--- config.mk ---
export PLATFORM = sky130hd
export DESIGN_NAME = gshare_branch_predictor
export DESIGN_NICKNAME = d
export VERILOG_FILES = /design/src/rtl/gshare_branch_predictor.sv
export SDC_FILE = /design/constraint.sdc
export NUM_CORES = 2
export LEC_CHECK = 0
export ABC_AREA = 1
export CORE_ASPECT_RATIO = 0.5
export CORE_MARGIN = 2
export CORE_UTILIZATION = 55
export CTS_BUF_LIST = sky130_fd_sc_hd__clkbuf_8
export DETAILED_ROUTE_END_ITERATION = 12
export PLACE_DENSITY = 0.7
export SKIP_CTS_REPAIR_TIMING = 1
export SLEW_MARGIN = 20
export SYNTH_ARGS = -nofsm -noshare
export SYNTH_HDL_FRONTEND = slang
export SYNTH_SLANG_ARGS = --single-unit
--- constraint.sdc ---
create_clock -name clk -period 5.58 [get_ports clk]
set_input_delay 0.837 -clock clk [delete_from_list [all_inputs] [get_ports clk]]
set_output_delay 0.837 -clock clk [all_outputs]
set_load 0.05 [all_outputs]
--- src/rtl/gshare_branch_predictor.sv ---
// gshare branch predictor: 2-bit saturating-counter PHT indexed by PC xor global
// history, plus a direct-mapped BTB. The prediction is combinational from if_pc;
// training from EX takes effect on the rising edge.
//
// Ports:
//   clk, reset          clock; synchronous active-high reset
//   if_pc               fetch PC
//   pred_taken          predicted taken (BTB hit and (jump or counter msb))
//   pred_next_pc        BTB target when predicted taken, else if_pc + 4
//   pred_index          PHT index used, travels with the instruction
//   update_*            resolved control-flow outcome from EX
module gshare_branch_predictor #(
    parameter int unsigned INDEX_BITS = 5,
    parameter int unsigned HIST_BITS  = 5
) (
    input  logic                  clk,
    input  logic                  reset,
    input  logic [31:0]           if_pc,
    output logic                  pred_taken,
    output logic [31:0]           pred_next_pc,
    output logic [INDEX_BITS-1:0] pred_index,
    input  logic                  update_valid,
    input  logic [31:0]           update_pc,
    input  logic [INDEX_BITS-1:0] update_index,
    input  logic                  update_is_branch,
    input  logic                  update_is_jump,
    input  logic                  update_taken,
    input  logic [31:0]           update_target
);

    localparam int unsigned ENTRIES  = 1 << INDEX_BITS;
    localparam int unsigned TAG_BITS = 30 - INDEX_BITS;

    logic [1:0]            pht        [ENTRIES];
    logic                  btb_valid  [ENTRIES];
    logic [TAG_BITS-1:0]   btb_tag    [ENTRIES];
    logic [31:0]           btb_target [ENTRIES];
    logic                  btb_jump   [ENTRIES];
    logic [HIST_BITS-1:0]  bhr;

    // Word-offset bits of the PCs carry no information for indexing.
    logic unused_pc_bits;
    assign unused_pc_bits = ^{if_pc[1:0], update_pc[1:0]};

    // Fetch-side lookup.
    logic [INDEX_BITS-1:0] fetch_slot;
    logic [TAG_BITS-1:0]   fetch_tag;
    logic                  fetch_hit;

    assign fetch_slot   = if_pc[INDEX_BITS+1:2];
    assign fetch_tag    = if_pc[31:INDEX_BITS+2];
    assign pred_index   = fetch_slot ^ INDEX_BITS'(bhr);
    assign fetch_hit    = btb_valid[fetch_slot] && (btb_tag[fetch_slot] == fetch_tag);
    assign pred_taken   = fetch_hit && (btb_jump[fetch_slot] || pht[pred_index][1]);
    assign pred_next_pc = pred_taken ? btb_target[fetch_slot] : (if_pc + 32'd4);

    // Update decode; a record flagged both branch and jump trains as a jump.
    logic                  upd_jump;
    logic                  upd_branch;
    logic                  btb_write;
    logic [INDEX_BITS-1:0] upd_slot;
    logic [1:0]            cnt_cur;
    logic [1:0]            cnt_next;

    assign upd_jump   = update_valid && update_is_jump;
    assign upd_branch = update_valid && update_is_branch && !update_is_jump;
    assign btb_write  = upd_jump || (upd_branch && update_taken);
    assign upd_slot   = update_pc[INDEX_BITS+1:2];
    assign cnt_cur    = pht[update_index];

    // Saturating step of the trained counter.
    always_comb begin
        cnt_next = cnt_cur;
        if (update_taken) begin
            if (cnt_cur != 2'b11) cnt_next = cnt_cur + 2'd1;
        end else begin
            if (cnt_cur != 2'b00) cnt_next = cnt_cur - 2'd1;
        end
    end

    // Counters, history and BTB valid bits; reset wins over any update.
    always_ff @(posedge clk) begin
        if (reset) begin
            for (int i = 0; i < ENTRIES; i++) begin
                pht[i]       <= 2'b01;
                btb_valid[i] <= 1'b0;
            end
            bhr <= '0;
        end else begin
            if (upd_branch) begin
                pht[update_index] <= cnt_next;
                bhr               <= HIST_BITS'({bhr, update_taken});
            end
            if (btb_write) begin
                btb_valid[upd_slot] <= 1'b1;
            end
        end
    end

    // BTB payload; meaningless while the valid bit is clear, so no reset.
    always_ff @(posedge clk) begin
        if (!reset && btb_write) begin
            btb_tag[upd_slot]    <= update_pc[31:INDEX_BITS+2];
            btb_target[upd_slot] <= update_target;
            btb_jump[upd_slot]   <= update_is_jump;
        end
    end

endmodule

### Routing congestion

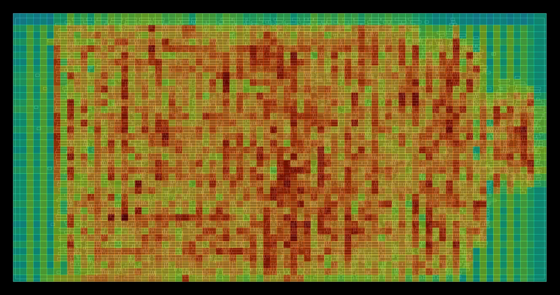
fin util: 62.1%
GRT busiest layer: met2
M1 GR Usage: 43.0%
met3 usage: 6.44%
GR Util met2: 47.8%

### The metal 1 layer

(1 px per µm) Supply wires on this layer in gray.
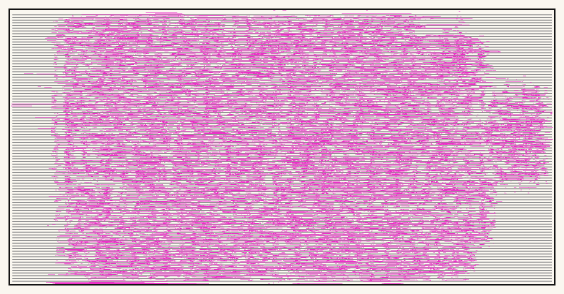
share of all routed wire: 38%
nets with wire on the layer: 6697
vias: 56100
final wirelength: 233 mm

### Routed metal, one color a layer

(1 px per µm) Two of the layers only.
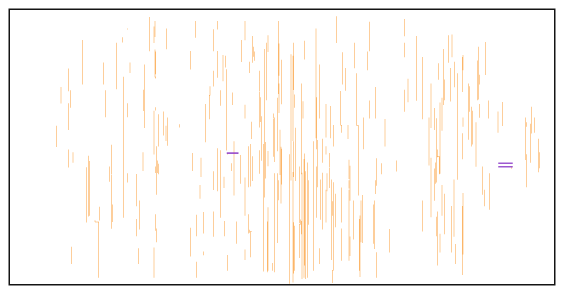
[M4] orange | wire length: 9630 µm
[M5] purple | wire length: 35.9 µm
wire length per cell: 25.5 µm
overall routing resource usage: 31.0%

### Layout detail

Region (257, 177) to (287, 207) µm. Cells in gray, sequential cells in the stronger gray; small squares are vias.
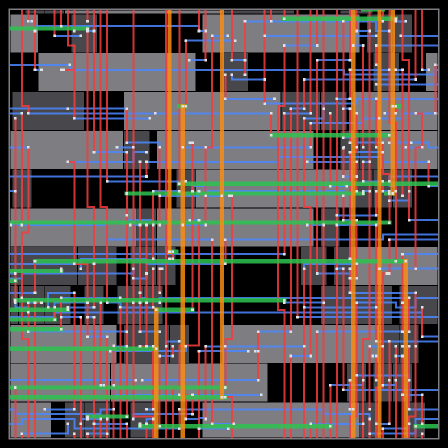
[M2] red
[M3] green
[M4] orange
[M1] blue
sequential cells in the window: 15
netlist names of flops here include: `btb_tag` (8), `btb_target` (7)
cells with their middle in the window: 58
most frequent: edfxtp_1 (15), nand2_1 (14), o21ai_0 (8)

==> results_dict.tcl <==
# implementation run metrics
set metrics [dict create \
    fill_cells 10800 \
    edf_count 1920 \
    power_frac_clock_pct 36.1 \
    io_buffer_count 142 \
    seq_area_um2 58400 \
    lay_top_count "edfxtp_1" \
    yosys_most_used_dff "edfxtp_1" \
    yosysTopAreaCell "edfxtp_1" \
    pin_count 145 \
    firstDrtPassIters 8 \
    status "finished, final reports clean" \
    rr_endpoint "pht[24][0]" \
    warning_count 49 \
    ys_seq_share_pct 72.8 \
    wl_met1_mm 88.2 \
    drt_iter0_drc 8465 \
    synth.top_cells.by_area "edfxtp_1 72%, nand2_1 6.3%, nor2_1 4.9%" \
    ys_area_um2 80200 \
    syn_nets 6936 \
    synthesis.area_um2 80200 \
    whs_path_depth 1 \
    cts.path.max_buffers 4 \
    clkCellAreaFrac_pct 5.41 \
    slew_headroom_pct 26.6 \
    tightest_slew_ns 1.10 \
    power_leader "sequential cells" \
    critPathArrivalTime_ns 4.51 \
    gp_congestion 0.921 \
    largest_reg_flops 1024 \
    route.detailed.drc 0 \
    power.switching_mw 6.89 \
    finalSetupViolCount 0 \
    slew_violations 0 \
    max_freq_mhz 187 \
    combPwrFrac_pct 7.2 \
    mux_area_share_pct 0 \
    ys_sh_aoi_pct 8.27 \
]
